### src/rtl/argmax_classifier.sv
// Argmax stage of the digit classifier: collects ten per-class sums, then picks the largest one
// with a sequential signed compare. Optional collect timeout is enabled by defining ARGMAX_TIMEOUT_EN.
module argmax_classifier #(
    parameter int NUM_CLASSES = 10,
    parameter int DATA_W      = 26,
    parameter int IDX_W       = 4,
    parameter int TIMEOUT_CYC = 1023
) (
    input  logic                          clk,
    input  logic                          rst,
    input  logic [NUM_CLASSES*DATA_W-1:0] Sum_In,
    input  logic [NUM_CLASSES-1:0]        Sum_Valid,
    output logic [IDX_W-1:0]              Digit,
    output logic [DATA_W-1:0]             Max_Value,
    output logic                          Output_Valid,
    output logic                          Busy,
    output logic                          Overrun,
    output logic                          Timeout
);

    typedef enum logic [1:0] {IDLE, COLLECT, COMPARE, DONE} state_t;

    localparam logic [NUM_CLASSES-1:0] FULL     = {NUM_CLASSES{1'b1}};
    localparam logic [IDX_W-1:0]       LAST_IDX = IDX_W'(NUM_CLASSES - 1);

    generate
        if ((2 ** IDX_W) < NUM_CLASSES || TIMEOUT_CYC < 2) begin : g_bad_params
            $error("argmax_classifier: IDX_W too narrow or TIMEOUT_CYC too small");
        end
    endgenerate

    state_t                   state, state_next;
    logic [NUM_CLASSES-1:0]   mask, mask_next;
    logic signed [DATA_W-1:0] lane [NUM_CLASSES];
    logic signed [DATA_W-1:0] best;
    logic signed [DATA_W-1:0] cur_lane;
    logic [IDX_W-1:0]         best_idx;
    logic [IDX_W-1:0]         idx;
    logic                     cur_gt;
    logic                     accept;

`ifdef ARGMAX_TIMEOUT_EN
    localparam int CNT_W = $clog2(TIMEOUT_CYC + 1);
    logic [CNT_W-1:0] cnt;
    logic             timeout_hit;
`endif

    assign accept       = (state == IDLE) || (state == COLLECT);
    assign Busy         = (state == COMPARE) || (state == DONE);
    assign Output_Valid = (state == DONE);

    always_comb begin
        cur_lane = '0;
        for (int k = 0; k < NUM_CLASSES; k++) begin
            if (idx == IDX_W'(k)) begin
                cur_lane = lane[k];
            end
        end
    end

    // Strict greater-than keeps the earlier (lower) index on ties.
    assign cur_gt = cur_lane > best;

    always_comb begin
        state_next = state;
        mask_next  = mask;
`ifdef ARGMAX_TIMEOUT_EN
        timeout_hit = 1'b0;
`endif
        case (state)
            IDLE: begin
                if (|Sum_Valid) begin
                    mask_next  = mask | Sum_Valid;
                    state_next = (mask_next == FULL) ? COMPARE : COLLECT;
                end
            end
            COLLECT: begin
                mask_next = mask | Sum_Valid;
                if (mask_next == FULL) begin
                    state_next = COMPARE;
                end
`ifdef ARGMAX_TIMEOUT_EN
                else if (cnt == CNT_W'(TIMEOUT_CYC - 1)) begin
                    state_next  = IDLE;
                    mask_next   = '0;
                    timeout_hit = 1'b1;
                end
`endif
            end
            COMPARE: begin
                if (idx == LAST_IDX) begin
                    state_next = DONE;
                end
            end
            DONE: begin
                state_next = IDLE;
                mask_next  = '0;
            end
            default: begin
                state_next = IDLE;
                mask_next  = '0;
            end
        endcase
    end

    always_ff @(posedge clk or negedge rst) begin
        if (!rst) begin
            state <= IDLE;
            mask  <= '0;
        end else begin
            state <= state_next;
            mask  <= mask_next;
        end
    end

    // Lane registers only listen while collecting; a repeated lane simply overwrites.
    always_ff @(posedge clk or negedge rst) begin
        if (!rst) begin
            for (int k = 0; k < NUM_CLASSES; k++) begin
                lane[k] <= '0;
            end
        end else if (accept) begin
            for (int k = 0; k < NUM_CLASSES; k++) begin
                if (Sum_Valid[k]) begin
                    lane[k] <= Sum_In[DATA_W*k +: DATA_W];
                end
            end
        end
    end

    // idx==0 marks the load cycle; the final compare writes the result as DONE is entered.
    always_ff @(posedge clk or negedge rst) begin
        if (!rst) begin
            best      <= '0;
            best_idx  <= '0;
            idx       <= '0;
            Digit     <= '0;
            Max_Value <= '0;
        end else if (state == COMPARE) begin
            if (idx == '0) begin
                best     <= lane[0];
                best_idx <= '0;
                idx      <= IDX_W'(1);
            end else begin
                if (cur_gt) begin
                    best     <= cur_lane;
                    best_idx <= idx;
                end
                if (idx == LAST_IDX) begin
                    Digit     <= cur_gt ? idx : best_idx;
                    Max_Value <= cur_gt ? cur_lane : best;
                    idx       <= '0;
                end else begin
                    idx <= idx + IDX_W'(1);
                end
            end
        end
    end

    always_ff @(posedge clk or negedge rst) begin
        if (!rst) begin
            Overrun <= 1'b0;
        end else if (Busy && (|Sum_Valid)) begin
            Overrun <= 1'b1;
        end
    end

`ifdef ARGMAX_TIMEOUT_EN
    always_ff @(posedge clk or negedge rst) begin
        if (!rst) begin
            cnt     <= '0;
            Timeout <= 1'b0;
        end else begin
            Timeout <= timeout_hit;
            if (state == COLLECT) begin
                cnt <= cnt + CNT_W'(1);
            end else begin
                cnt <= '0;
            end
        end
    end
`else
    assign Timeout = 1'b0;
`endif

endmodule

### config.mk
export PLATFORM = sky130hd
export DESIGN_NAME = argmax_classifier
export DESIGN_NICKNAME = d
export VERILOG_FILES = /design/src/rtl/argmax_classifier.sv
export SDC_FILE = /design/constraint.sdc
export NUM_CORES = 1
export LEC_CHECK = 0
export CAP_MARGIN = 20
export CELL_PAD_IN_SITES_DETAIL_PLACEMENT = 1
export CELL_PAD_IN_SITES_GLOBAL_PLACEMENT = 1
export CORE_UTILIZATION = 42
export CTS_CLUSTER_DIAMETER = 30
export DETAILED_ROUTE_END_ITERATION = 6
export PLACE_DENSITY_LB_ADDON = 0.1
export REMOVE_ABC_BUFFERS = 1
export SLEW_MARGIN = 20
export SYNTH_ARGS = -nofsm -noshare
export SYNTH_HDL_FRONTEND = slang
export SYNTH_SLANG_ARGS = --single-unit
export TNS_END_PERCENT = 20
### constraint.sdc
create_clock -name clk -period 3.9 [get_ports clk]
set_input_delay 0.78 -clock clk [delete_from_list [all_inputs] [get_ports clk]]
set_output_delay 0.78 -clock clk [all_outputs]
set_load 0.05 [all_outputs]
==> flow_metrics.py <==
# Auto-generated metrics
metrics = {
    "global_route": {
        "antenna_found_initial": 8,
        "grt_max_degree": 94,
        "grt_pass1_vias": 13610,
    },
    "final_layout": {
        "mostFrequentLayoutCells": "335 x dfrtp_1, 303 x clkdlybuf4s50_1, 264 x mux2_2, 85 x clkbuf_16, 73 x a21oi_1",
        "comb_area_share_pct": 31.32,
        "mostFrequentLayoutCell": "dfrtp_1",
        "largest_reg_flops": 260,
        "finalNonFillerCells": 2193,
        "nNetsFinal": 1922,
        "nonClkBufAreaFrac_pct": 16.19,
        "sh_seq_area_pct": 36.85,
        "largest_cell_class": "sequential cells",
        "top_register": "lane",
        "inverters": 39,
    },
    "power": {
        "p_seq_share_pct": 26.5,
        "p_total_mw": 24.64,
        "switching_power_mw": 9.286,
        "p_clk_share_pct": 27.9,
        "p_comb_share_pct": 45.6,
        "p_sw_share_pct": 37.68,
        "p_int_mw": 15.36,
    },
    "cts": {
        "cts_tree": "yes",
        "cts_resized": 13,
        "clk_pin_slew_ns": 0.04,
        "cts_buffer_depth": 3,
        "cts-htree-levels": 3,
        "cts_setup_buffers": 0,
        "clk_latency_ns": 0.58,
    },
    "final_timing": {
        "maxSlewHeadroom_pct": 31.39,
        "hold_viol": 0,
        "max_freq_mhz": 260.8,
    },
    "route": {
        "num_vias": 12230,
        "ant_nets": 0,
    },
    "setup_path": {
        "critPathSlowestCell": "mux4_2",
        "cp_data_required_time_ns": 4.31,
        "r2r_start": "idx[0]",
        "r2r_setup_slack_ns": 0.07,
        "crit_family": "multiplexers",
    },
    "logic_synthesis": {
        "topCellsByArea": "dfrtp_1 53%, mux2_2 19%, mux4_2 3.7%",
        "common_cells": "337 x dfrtp_1, 264 x mux2_2, 74 x a21oi_1",
        "yosysTopAreaCellShare_pct": 52.76,
        "ys_sh_mux_pct": 25.33,
        "synth_cell_types": 59,
        "most_common_cell": "dfrtp_1",
        "synthTopLogicFamily": "multiplexers",
        "synth_seq_share_pct": 52.76,
        "flop_cell": "dfrtp_1",
    },
    "outcome": {
        "outcome": "finished, final reports clean",
    },
    "placed_design": {
        "dp_hpwl_um": 37790,
    },
    "floorplan": {
        "fp-utilization_pct": 42.54,
    },
}
==> routing by layer <==
metal | GRT usage [%] | vias to the layer above | part of all wire, %
met3 | 6.488 | 110 | 5.3
met4 | 10.57 | 10 | 2.9
li1 | - | 5371 | -
met5 | 0 | - | 0.11
met1 | 38.59 | 6349 | 43
met2 | 46.75 | 389 | 49
==> through the flow <==
step	TNS, ns	util [%]	setup WS (ns)	hold slack (ns)
floorplan	-155.68	-	-2.904	0.4568
global placement	-0.1119	52.71	-0.06607	0.4649
detailed placement	-2.053	52.71	-0.1196	0.4690
CTS	0	60.29	0.03509	0.2714
global route	-0.1581	60.94	-0.04437	0.2921
finish	0	60.94	0.06583	0.2049
Fig. 1: clock network drawn from the DEF
Drawn at 2 px/um.
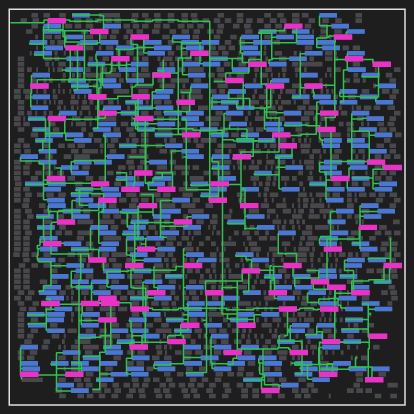
- green: clock wires (length 5,440 um)
- magenta: clock drivers (count 80)
- blue: flip-flops (count 337)
- flops lie: widely spread
- routed clock nets: 81

Fig. 2: congestion heat map
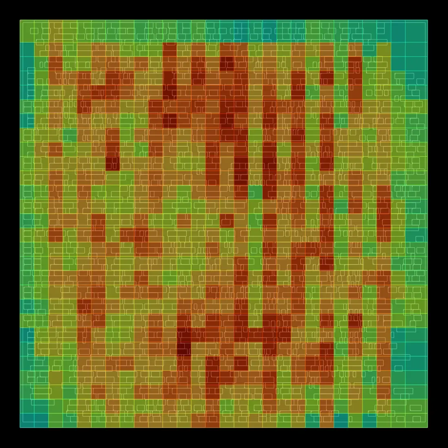
WL per Instance: 25.45 um
gr busiest metal: met2
grt met1 use: 38.59%

Fig. 3: wire density map
Drawn at 2 px/um. The die is cut into 39 by 39 equal tiles; white is low, dark blue is high, scaled to the fullest tile. Values are wire area over tile area, all layers added.
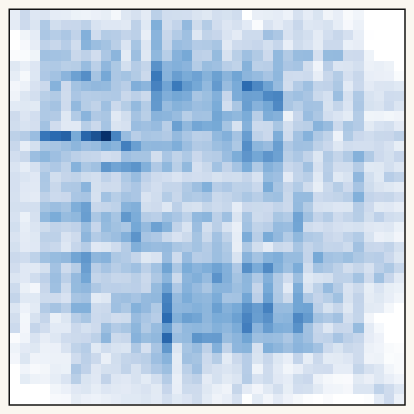
- tiles over half the peak: 6.8%
- mean over tiles: 0.23
- nearly empty tiles: 3.2%
- fullest tile: 0.83

Fig. 4: selected gate families
Drawn at 2 px/um.
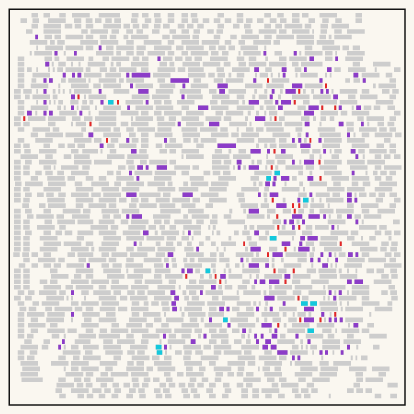
- cyan: AND-OR and OR-AND gates (cells 12)
- purple: inverting AOI/OAI gates (cells 210; most used a21oi_1; where widely spread)
- red: inverters (cells 39; most used inv_1)

Fig. 5: wires at chosen ports, followed through buffers
Drawn at 2 px/um.
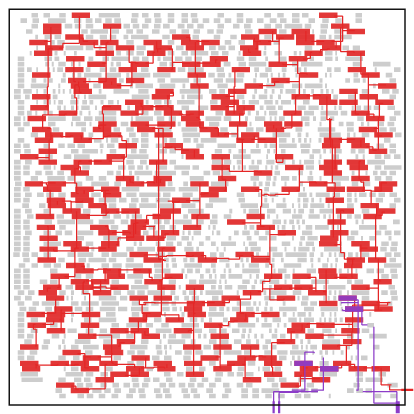
- purple: Digit (direction output; edge bottom; end cells 4; buffers 4; wire 257 um)
- red: rst (direction input; edge right; end cells 337; buffers 7; wire 2,810 um)

Power and IR drop assume default switching activity.
